$ cat src/rtl/flash_arb_pkg.sv
// Shared state encoding and SPI flash command constants for flash_access_arbiter.
package flash_arb_pkg;

   typedef enum logic [2:0] {
      ST_IDLE  = 3'd0,
      ST_CMD   = 3'd1,
      ST_ADDR  = 3'd2,
      ST_DATA  = 3'd3,
      ST_STALL = 3'd4,
      ST_DESEL = 3'd5
   } state_t;

   localparam logic [7:0] OP_READ      = 8'h03;
   localparam logic [7:0] OP_FAST_READ = 8'h0B;
   localparam int         ADDR_BYTES   = 3;

endpackage

$ cat src/rtl/flash_access_arbiter_sync_2ff.sv
// Two-flop synchroniser for a single asynchronous level; resets to 1 (deasserted csb).
module sync_2ff (
   input  logic clk_i,
   input  logic rst_i,
   input  logic d_i,
   output logic q_o
);

   logic meta_q;
   logic sync_q;

   always_ff @(posedge clk_i or posedge rst_i) begin
      if (rst_i) begin
         meta_q <= 1'b1;
         sync_q <= 1'b1;
      end else begin
         meta_q <= d_i;
         sync_q <= meta_q;
      end
   end

   assign q_o = sync_q;

endmodule

$ cat src/rtl/flash_access_arbiter.sv
// Shares the SPI flash between a host pass-through and an internal sequential read engine.
// Build option FLASH_FAST_READ_EN selects opcode 0x0B with one dummy byte instead of 0x03.
module flash_access_arbiter
   import flash_arb_pkg::*;
#(
   parameter int ADDR_W  = 24,
   parameter int LEN_W   = 16,
   parameter int SCK_DIV = 1,
   parameter int DESEL   = 2
) (
   input  logic              CLK12,
   input  logic              RST,
   input  logic              host_csb,
   input  logic              host_sck,
   input  logic              host_mosi,
   output logic              host_miso,
   input  logic              rd_req,
   input  logic [ADDR_W-1:0] rd_addr,
   input  logic [LEN_W-1:0]  rd_len,
   output logic              rd_busy,
   output logic [7:0]        rd_data,
   output logic              rd_valid,
   input  logic              rd_ready,
   output logic              rd_done,
   output logic              host_coll,
   output logic              flash_csb,
   output logic              flash_sck,
   output logic              flash_d0,
   input  logic              flash_d1,
   output logic              flash_d2,
   output logic              flash_d3,
   output logic [2:0]        dbg_state_o
);

`ifdef FLASH_FAST_READ_EN
   localparam logic [7:0] OPCODE  = OP_FAST_READ;
   localparam int         DUMMY_W = 8;
`else
   localparam logic [7:0] OPCODE  = OP_READ;
   localparam int         DUMMY_W = 0;
`endif
   localparam int HDR_W = 8 + ADDR_BYTES * 8 + DUMMY_W;
   localparam int DIV_W = (SCK_DIV > 1) ? $clog2(SCK_DIV) : 1;
   localparam int DSL_W = (DESEL > 1) ? $clog2(DESEL) : 1;

   // Handshake: a byte transfers on any CLK12 edge where rd_valid && rd_ready;
   // rd_valid stays high with rd_data stable until that edge.

   state_t                  state_q, state_d;
   logic                    sck_q, sck_d;
   logic [DIV_W-1:0]        div_q, div_d;
   logic [5:0]              bit_q, bit_d;
   logic [HDR_W-1:0]        tx_q, tx_d;
   logic [7:0]              rx_q, rx_d;
   logic [7:0]              data_q, data_d;
   logic                    valid_q, valid_d;
   logic [LEN_W-1:0]        rem_q, rem_d;
   logic [DSL_W-1:0]        dsl_q, dsl_d;
   logic                    hcs_prev_q;
   logic                    coll_q, coll_d;

   logic                    hcs_s;
   logic                    accept_ok;
   logic                    hs;
   logic                    tick;
   logic                    pass;
   logic [ADDR_BYTES*8-1:0] addr_wire;

   sync_2ff u_hcs_sync (
      .clk_i (CLK12),
      .rst_i (RST),
      .d_i   (host_csb),
      .q_o   (hcs_s)
   );

   assign addr_wire = (ADDR_BYTES*8)'(rd_addr);
   assign accept_ok = rd_req && hcs_s && hcs_prev_q;
   assign hs        = valid_q && rd_ready;
   assign tick      = (div_q == DIV_W'(SCK_DIV - 1));

   always_ff @(posedge CLK12 or posedge RST) begin
      if (RST) begin
         state_q    <= ST_IDLE;
         sck_q      <= 1'b0;
         div_q      <= '0;
         bit_q      <= '0;
         tx_q       <= '0;
         rx_q       <= '0;
         data_q     <= '0;
         valid_q    <= 1'b0;
         rem_q      <= '0;
         dsl_q      <= '0;
         hcs_prev_q <= 1'b1;
         coll_q     <= 1'b0;
      end else begin
         state_q    <= state_d;
         sck_q      <= sck_d;
         div_q      <= div_d;
         bit_q      <= bit_d;
         tx_q       <= tx_d;
         rx_q       <= rx_d;
         data_q     <= data_d;
         valid_q    <= valid_d;
         rem_q      <= rem_d;
         dsl_q      <= dsl_d;
         hcs_prev_q <= hcs_s;
         coll_q     <= coll_d;
      end
   end

   always_comb begin
      state_d = state_q;
      sck_d   = sck_q;
      div_d   = div_q;
      bit_d   = bit_q;
      tx_d    = tx_q;
      rx_d    = rx_q;
      data_d  = data_q;
      valid_d = valid_q;
      rem_d   = rem_q;
      dsl_d   = dsl_q;
      coll_d  = coll_q;

      if (hs) begin
         valid_d = 1'b0;
         rem_d   = rem_q - LEN_W'(1);
      end
      if (state_q != ST_IDLE && hcs_prev_q && !hcs_s) coll_d = 1'b1;

      unique case (state_q)
         ST_IDLE: begin
            if (accept_ok) begin
               tx_d  = HDR_W'({OPCODE, addr_wire}) << DUMMY_W;
               rem_d = rd_len;
               sck_d = 1'b0;
               div_d = '0;
               bit_d = '0;
               if (rd_len == '0) begin
                  // Zero-length request: skip the bus, land on the final deselect cycle.
                  state_d = ST_DESEL;
                  dsl_d   = DSL_W'(DESEL - 1);
               end else begin
                  state_d = ST_CMD;
                  dsl_d   = '0;
               end
            end
         end
         ST_CMD, ST_ADDR: begin
            if (!tick) begin
               div_d = div_q + DIV_W'(1);
            end else begin
               div_d = '0;
               if (!sck_q) begin
                  sck_d = 1'b1;
               end else begin
                  sck_d = 1'b0;
                  tx_d  = tx_q << 1;
                  bit_d = bit_q + 6'd1;
                  if (bit_q == 6'd7) state_d = ST_ADDR;
                  if (bit_q == 6'(HDR_W - 1)) begin
                     state_d = ST_DATA;
                     bit_d   = '0;
                  end
               end
            end
         end
         ST_DATA: begin
            if (!tick) begin
               div_d = div_q + DIV_W'(1);
            end else begin
               div_d = '0;
               if (!sck_q) begin
                  sck_d = 1'b1;
                  rx_d  = {rx_q[6:0], flash_d1};
                  if (bit_q == 6'd7) begin
                     data_d  = {rx_q[6:0], flash_d1};
                     valid_d = 1'b1;
                  end
               end else begin
                  sck_d = 1'b0;
                  if (bit_q == 6'd7) begin
                     bit_d = '0;
                     dsl_d = '0;
                     if (!valid_q || rd_ready) state_d = (rem_d == '0) ? ST_DESEL : ST_DATA;
                     else                      state_d = ST_STALL;
                  end else begin
                     bit_d = bit_q + 6'd1;
                  end
               end
            end
         end
         ST_STALL: begin
            dsl_d = '0;
            if (!valid_q || rd_ready) state_d = (rem_d == '0) ? ST_DESEL : ST_DATA;
         end
         ST_DESEL: begin
            if (dsl_q == DSL_W'(DESEL - 1)) begin
               state_d = ST_IDLE;
               dsl_d   = '0;
            end else begin
               dsl_d = dsl_q + DSL_W'(1);
            end
         end
         default: state_d = ST_IDLE;
      endcase
   end

   // Reset overrides the pass-through so the flash is deselected while RST is high.
   assign pass      = (state_q == ST_IDLE) && !RST;
   assign flash_csb = pass ? host_csb  : !(state_q inside {ST_CMD, ST_ADDR, ST_DATA, ST_STALL});
   assign flash_sck = pass ? host_sck  : sck_q;
   assign flash_d0  = pass ? host_mosi :
                      ((state_q inside {ST_CMD, ST_ADDR}) ? tx_q[HDR_W-1] : 1'b0);
   assign host_miso = pass ? flash_d1  : 1'b1;
   assign flash_d2  = 1'b1;
   assign flash_d3  = 1'b1;

   assign rd_busy     = (state_q != ST_IDLE) || (accept_ok && !RST);
   assign rd_data     = data_q;
   assign rd_valid    = valid_q;
   assign rd_done     = (state_q == ST_DESEL) && (dsl_q == DSL_W'(DESEL - 1));
   assign host_coll   = coll_q;
   assign dbg_state_o = state_q;

endmodule
$ cat config.mk
export PLATFORM = sky130hd
export DESIGN_NAME = flash_access_arbiter
export DESIGN_NICKNAME = d
export VERILOG_FILES = /design/src/rtl/flash_arb_pkg.sv /design/src/rtl/flash_access_arbiter_sync_2ff.sv /design/src/rtl/flash_access_arbiter.sv
export SDC_FILE = /design/constraint.sdc
export NUM_CORES = 1
export LEC_CHECK = 0
export ABC_CLOCK_PERIOD_IN_PS = 2700
export CORE_MARGIN = 10
export CORE_UTILIZATION = 40
export CTS_CLUSTER_DIAMETER = 100
export CTS_CLUSTER_SIZE = 10
export DETAILED_ROUTE_END_ITERATION = 8
export GPL_ROUTABILITY_DRIVEN = 0
export PLACE_DENSITY = 0.68
export SLEW_MARGIN = 10
export SYNTH_ARGS = -nofsm -noshare
export SYNTH_HDL_FRONTEND = slang
export SYNTH_HIERARCHICAL = 1
export SYNTH_SLANG_ARGS = --single-unit
export TNS_END_PERCENT = 5
$ cat constraint.sdc
create_clock -name CLK12 -period 2.7 [get_ports CLK12]
set_input_delay 0.675 -clock CLK12 [delete_from_list [all_inputs] [get_ports CLK12]]
set_output_delay 0.675 -clock CLK12 [all_outputs]
set_load 0.01 [all_outputs]
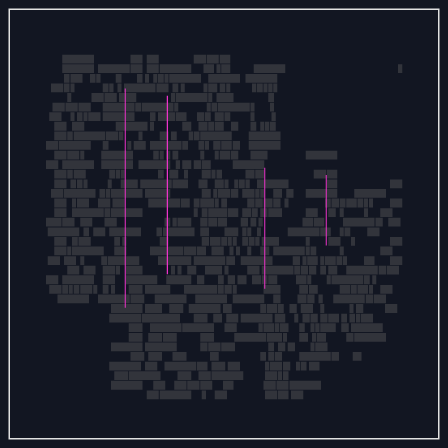
Figure 1: run 1, met4 routing.
Cells faint in the background.
share of all routed wire: 1.7%
main direction: vertical
nets with wire on the layer: 3
longest straight run: 61.9 um

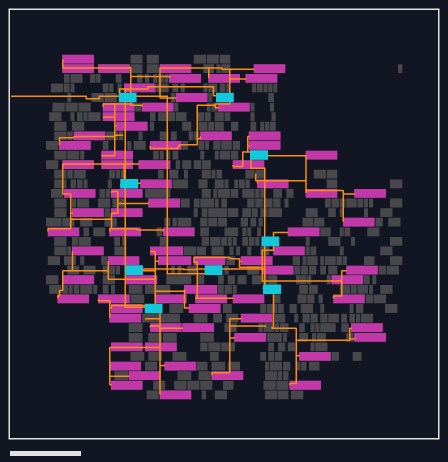
Figure 2: run 1, clock wires, drivers and flops.
The bar under the picture is 20 um long.
[cyan] clock drivers | count: 9
[orange] clock wires | length: 1050 um
[magenta] flip-flops | count: 79
routed clock nets: 10

==> impl_metrics.json, run 1 <==
{
  "antenna_found_initial": 0,
  "grt_max_degree": 65,
  "grtUsageMet3_pct": 3.955,
  "top_cells_by_area": "dfrtp_1 (46%), o21ai_0 (6.5%), nand2_1 (6.3%)",
  "hold_buffers": 0,
  "final-hold-violation-count": 0,
  "dp_slack_ns": -0.3947,
  "ys_area_um2": 4110,
  "hold_depth": 0,
  "drive_above_1_share_pct": 11.76,
  "cp_data_required_time_ns": 2.03,
  "cts_buffers": 9,
  "synth_area_um2": 4110,
  "wl_met3_um": 481,
  "top_cell_area_share_pct": 46.27,
  "crit_end": "flash_sck",
  "root_buffer": "clkbuf_8",
  "grt-ovfl-total": 0,
  "ys_warn_count": 6,
  "nFlopsAndLatches": 79,
  "status": "finished clean",
  "cap_viol_max_count": 0,
  "finalCriticalPeriod_ns": 2.624,
  "placed_cells": 627,
  "path_buffers": 2,
  "power_frac_seq_pct": 54.6,
  "mostFrequentLayoutCells": "dfrtp_1 (76), nand2_1 (69), clkdlybuf4s50_1 (61)",
  "pg_clk_mw": 0.868,
  "top_register": "tx_q",
  "power.density_nw_per_um2": 418.2,
  "synth.top_cells.by_count": "dfrtp_1 (76), nand2_1 (69), o21ai_0 (53)",
  "utilization_pct": 52.47,
  "hp-start": "u_hcs_sync/meta_q",
  "signal_buffers": 85,
  "min_to": "u_hcs_sync/q_o",
  "tightest_slew_ns": 0.5211,
  "vias": 3341,
  "startpoint": "dbg_state_o[0]",
  "die_area_um2": 14730,
  "setup_violations": 0,
  "wl_met2_um": 4492,
  "slew_viol_final": 0,
  "fin_crit_sh_pct": 97.18,
  "topCombFamilyByArea": "simple AND/OR/NAND/NOR gates",
  "drtIter0Drc": 209,
  "postCtsSetupRepairBufs": 0,
  "cp-end-kind": "output port",
  "rows": 36,
  "initCoreUtil_pct": 41.48,
  "reg2reg_slack_ns": 0.50,
  "clkLatencyLatePin_ns": 0.35,
  "synth.area.mux_share_pct": 11.02,
  "area_growth_pct": 26.51,
  "n_clock_buffer": 11,
  "crit_cells": 5,
  "io_pins": 69,
  "crit_type": "flip-flop to output port",
  "top_area_cell": "dfrtp_1",
  "htree_levels": 3,
  "rr_worst_depth": 7,
  "wire_per_inst_um": 14.92,
  "clk_pin_slew_worst_paths_ns": 0.08,
  "grt_pass1_wl_um": 16500,
  "grt_use_met2_pct": 22.06,
  "edf_count": 0,
  "synth_cells": 432,
  "max_slew_margin_pct": 65.26,
  "tns_ns": 0,
  "lay_top_count": "dfrtp_1",
  "reg2reg_from": "bit_q[0]",
  "hp-class": "flip-flop to flip-flop",
  "n_tap_cell": 133,
  "wl_um": 9592,
  "core-area_um2": 9910,
  "yosysMostFrequentCell": "dfrtp_1",
  "powerComb_mw": 0.119,
  "dr.pass1.iters": 4,
  "postRouteAntennaNets": 0,
  "fin_ws_ns": 0.07605,
  "clk_share_pct": 3.657,
  "num-nets-final": 555,
  "hold_ws_ns": 0.3606,
  "logic_gates": 323,
  "instances_no_fill": 643,
  "cts_tree": "done",
  "diodes": 0,
  "p_leak_nw": 2.378,
  "p_total_mw": 2.175,
  "p_sw_mw": 0.4874,
  "mi_logic_area_um2": 1998
}
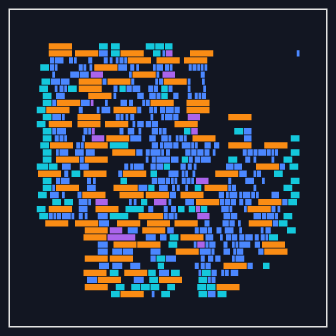
Figure 3: run 1, placement by cell class.
| colour | class | cells | share of their area |
|---|---|---|---|
| cyan | other buffers and delay cells | 85 | 17% |
| purple | clock drivers and dummy loads | 16 | 3.8% |
| blue | combinational and other logic | 330 | 40% |
| orange | flops | 79 | 39% |

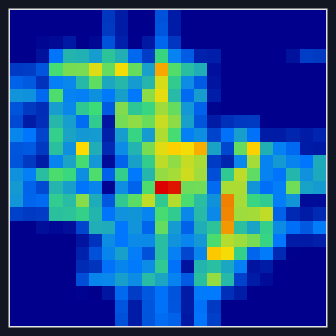
Figure 4: run 1, wire density map.
The die is cut into 24 by 24 equal tiles; dark blue is low, red is high, scaled to the fullest tile. Values are wire area over tile area, all layers added.
nearly empty tiles: 32%
mean over tiles: 0.10
fullest tile: 0.47

==> run 1 -> run 2 <==
- TNS_END_PERCENT: 5 -> 1
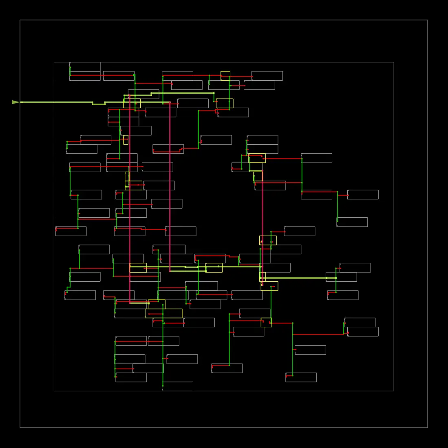
Figure 5: run 2, clock wiring as the flow saved it.
clk_buf instances: 11
Post-Route Skew: 0.01120 ns
Num Clock Sinks: 79
sequential cells: 79

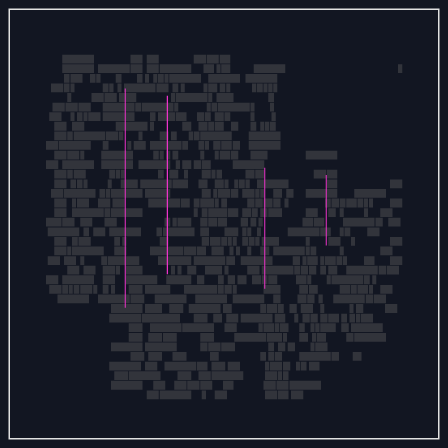
Figure 6: run 2, met4 routing.
Cells faint in the background.
main direction: vertical
wire length on this layer: 166 um
nets with wire on the layer: 3
share of all routed wire: 1.7%

==> run 2 against run 1 <==
Effect of this change:
- core utilization unchanged
- maximum frequency unchanged
- highest routed layer unchanged
- largest power group unchanged
- die size unchanged
- clock power is essentially flat
- largest cell class unchanged
==> impl_metrics.json, run 2 <==
{
  "wl_um": 9592,
  "synth_cells": 432,
  "dp_slack_ns": -0.3947,
  "dr.pass1.iters": 4,
  "logic_gates": 323,
  "htree_levels": 3,
  "n_tap_cell": 133,
  "clk_pin_slew_worst_paths_ns": 0.08,
  "hp-start": "u_hcs_sync/meta_q",
  "final-hold-violation-count": 0,
  "startpoint": "dbg_state_o[0]",
  "mi_logic_area_um2": 1998,
  "p_total_mw": 2.175,
  "die_area_um2": 14730,
  "edf_count": 0,
  "placed_cells": 627,
  "wire_per_inst_um": 14.92,
  "status": "finished clean",
  "synth.top_cells.by_count": "dfrtp_1 (76), nand2_1 (69), o21ai_0 (53)",
  "setup_violations": 0,
  "instances_no_fill": 643,
  "grt_use_met2_pct": 22.06,
  "crit_end": "flash_sck",
  "rr_worst_depth": 7,
  "crit_cells": 5,
  "power.density_nw_per_um2": 418.2,
  "grt_max_degree": 65,
  "clk_share_pct": 3.657,
  "power_frac_seq_pct": 54.6,
  "tightest_slew_ns": 0.5211,
  "cap_viol_max_count": 0,
  "cts_buffers": 9,
  "p_leak_nw": 2.378,
  "hold_buffers": 0,
  "synth.area.mux_share_pct": 11.02,
  "powerComb_mw": 0.119,
  "utilization_pct": 52.47,
  "p_sw_mw": 0.4874,
  "mostFrequentLayoutCells": "dfrtp_1 (76), nand2_1 (69), clkdlybuf4s50_1 (61)",
  "drive_above_1_share_pct": 11.76,
  "cts_tree": "done",
  "core-area_um2": 9910,
  "reg2reg_from": "bit_q[0]",
  "wl_met2_um": 4492,
  "tns_ns": 0,
  "io_pins": 69,
  "top_register": "tx_q",
  "postRouteAntennaNets": 0,
  "fin_crit_sh_pct": 97.18,
  "area_growth_pct": 26.51,
  "diodes": 0,
  "max_slew_margin_pct": 65.26,
  "rows": 36,
  "hold_ws_ns": 0.3606,
  "vias": 3341,
  "topCombFamilyByArea": "simple AND/OR/NAND/NOR gates",
  "grt_pass1_wl_um": 16500,
  "pg_clk_mw": 0.868,
  "cp_data_required_time_ns": 2.03,
  "antenna_found_initial": 0,
  "wl_met3_um": 481,
  "top_area_cell": "dfrtp_1",
  "fin_ws_ns": 0.07605,
  "synth_area_um2": 4110,
  "path_buffers": 2,
  "top_cells_by_area": "dfrtp_1 (46%), o21ai_0 (6.5%), nand2_1 (6.3%)",
  "top_cell_area_share_pct": 46.27,
  "postCtsSetupRepairBufs": 0,
  "lay_top_count": "dfrtp_1",
  "grtUsageMet3_pct": 3.955,
  "root_buffer": "clkbuf_8",
  "hp-class": "flip-flop to flip-flop",
  "crit_type": "flip-flop to output port",
  "grt-ovfl-total": 0,
  "slew_viol_final": 0,
  "clkLatencyLatePin_ns": 0.35,
  "cp-end-kind": "output port"
}
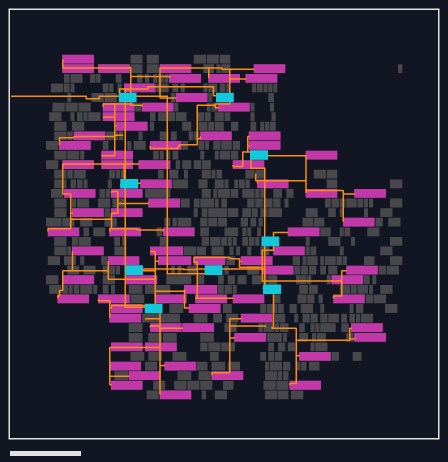
Figure 7: run 2, clock wires, drivers and flops.
The bar under the picture is 20 um long.
[magenta] flip-flops | count: 79
[orange] clock wires | length: 1050 um
[cyan] clock drivers | count: 9
routed clock nets: 10

==> run 2 -> run 3 <==
- CTS_CLUSTER_DIAMETER: 100 -> default
- MAX_ROUTING_LAYER: default -> met4
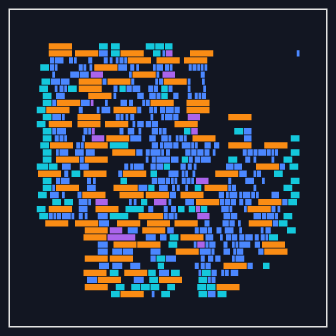
Figure 8: run 3, placement by cell class.
| colour | class | cells | share of their area |
|---|---|---|---|
| blue | combinational and other logic | 330 | 40% |
| purple | clock drivers and dummy loads | 16 | 3.8% |
| orange | flops | 79 | 39% |
| cyan | other buffers and delay cells | 85 | 17% |

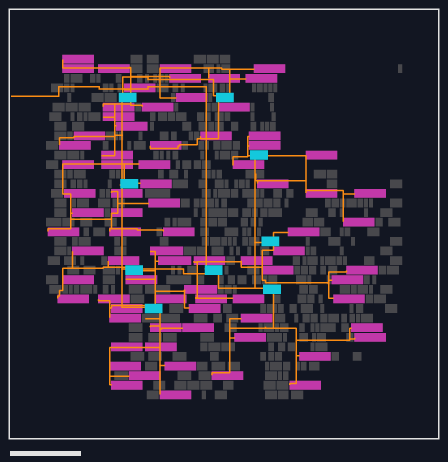
Figure 9: run 3, clock wires, drivers and flops.
The bar under the picture is 20 um long.
[magenta] flip-flops | count: 79
[orange] clock wires | length: 1060 um
[cyan] clock drivers | count: 9
routed clock nets: 10

==> run 3 against run 2 <==
Effect of this change:
- synthesized area unchanged
- highest routed layer unchanged
- via count is 0.36% lower
- power about the same
- critical path type unchanged
- worst setup slack better by 0.011 ns
==> impl_metrics.json, run 3 <==
{
  "p_leak_nw": 2.378,
  "lay_top_count": "dfrtp_1",
  "crit_type": "flip-flop to output port",
  "powerComb_mw": 0.120,
  "hold_ws_ns": 0.3608,
  "synth_cells": 432,
  "placed_cells": 627,
  "core-area_um2": 9910,
  "logic_gates": 323,
  "dp_slack_ns": -0.3947,
  "nFlopsAndLatches": 79,
  "tightest_slew_ns": 0.5237,
  "utilization_pct": 52.47,
  "status": "finished clean",
  "dr.pass1.iters": 4,
  "postRouteAntennaNets": 0,
  "setup_violations": 0,
  "root_buffer": "clkbuf_8",
  "drive_above_1_share_pct": 11.76,
  "power_frac_seq_pct": 54.6,
  "wl_met3_um": 400,
  "slew_viol_final": 0,
  "top_cells_by_area": "dfrtp_1 (46%), o21ai_0 (6.5%), nand2_1 (6.3%)",
  "edf_count": 0,
  "area_growth_pct": 26.51,
  "clk_pin_slew_worst_paths_ns": 0.08,
  "p_total_mw": 2.177,
  "topCombFamilyByArea": "simple AND/OR/NAND/NOR gates",
  "clk_share_pct": 3.657,
  "grt-ovfl-total": 0,
  "wl_um": 9600,
  "grt_max_degree": 65,
  "fin_ws_ns": 0.08669,
  "htree_levels": 3,
  "synth.area.mux_share_pct": 11.02
}
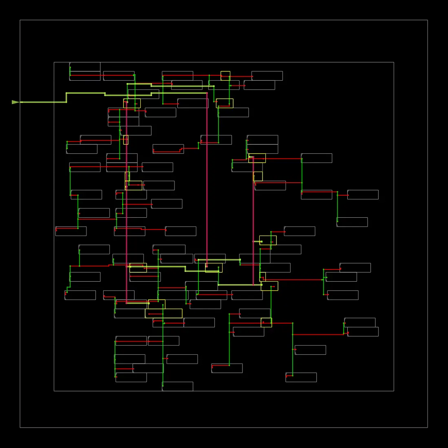
Figure 10: run 3, clock wiring as the flow saved it.
Post-Route Skew: 0.01108 ns
Insertion Delay late pin: 0.36 ns
CTS Buf Count: 9
clk pwr: 0.870 mW

Power figures rest on the tool's default switching activity, not on a simulated workload.
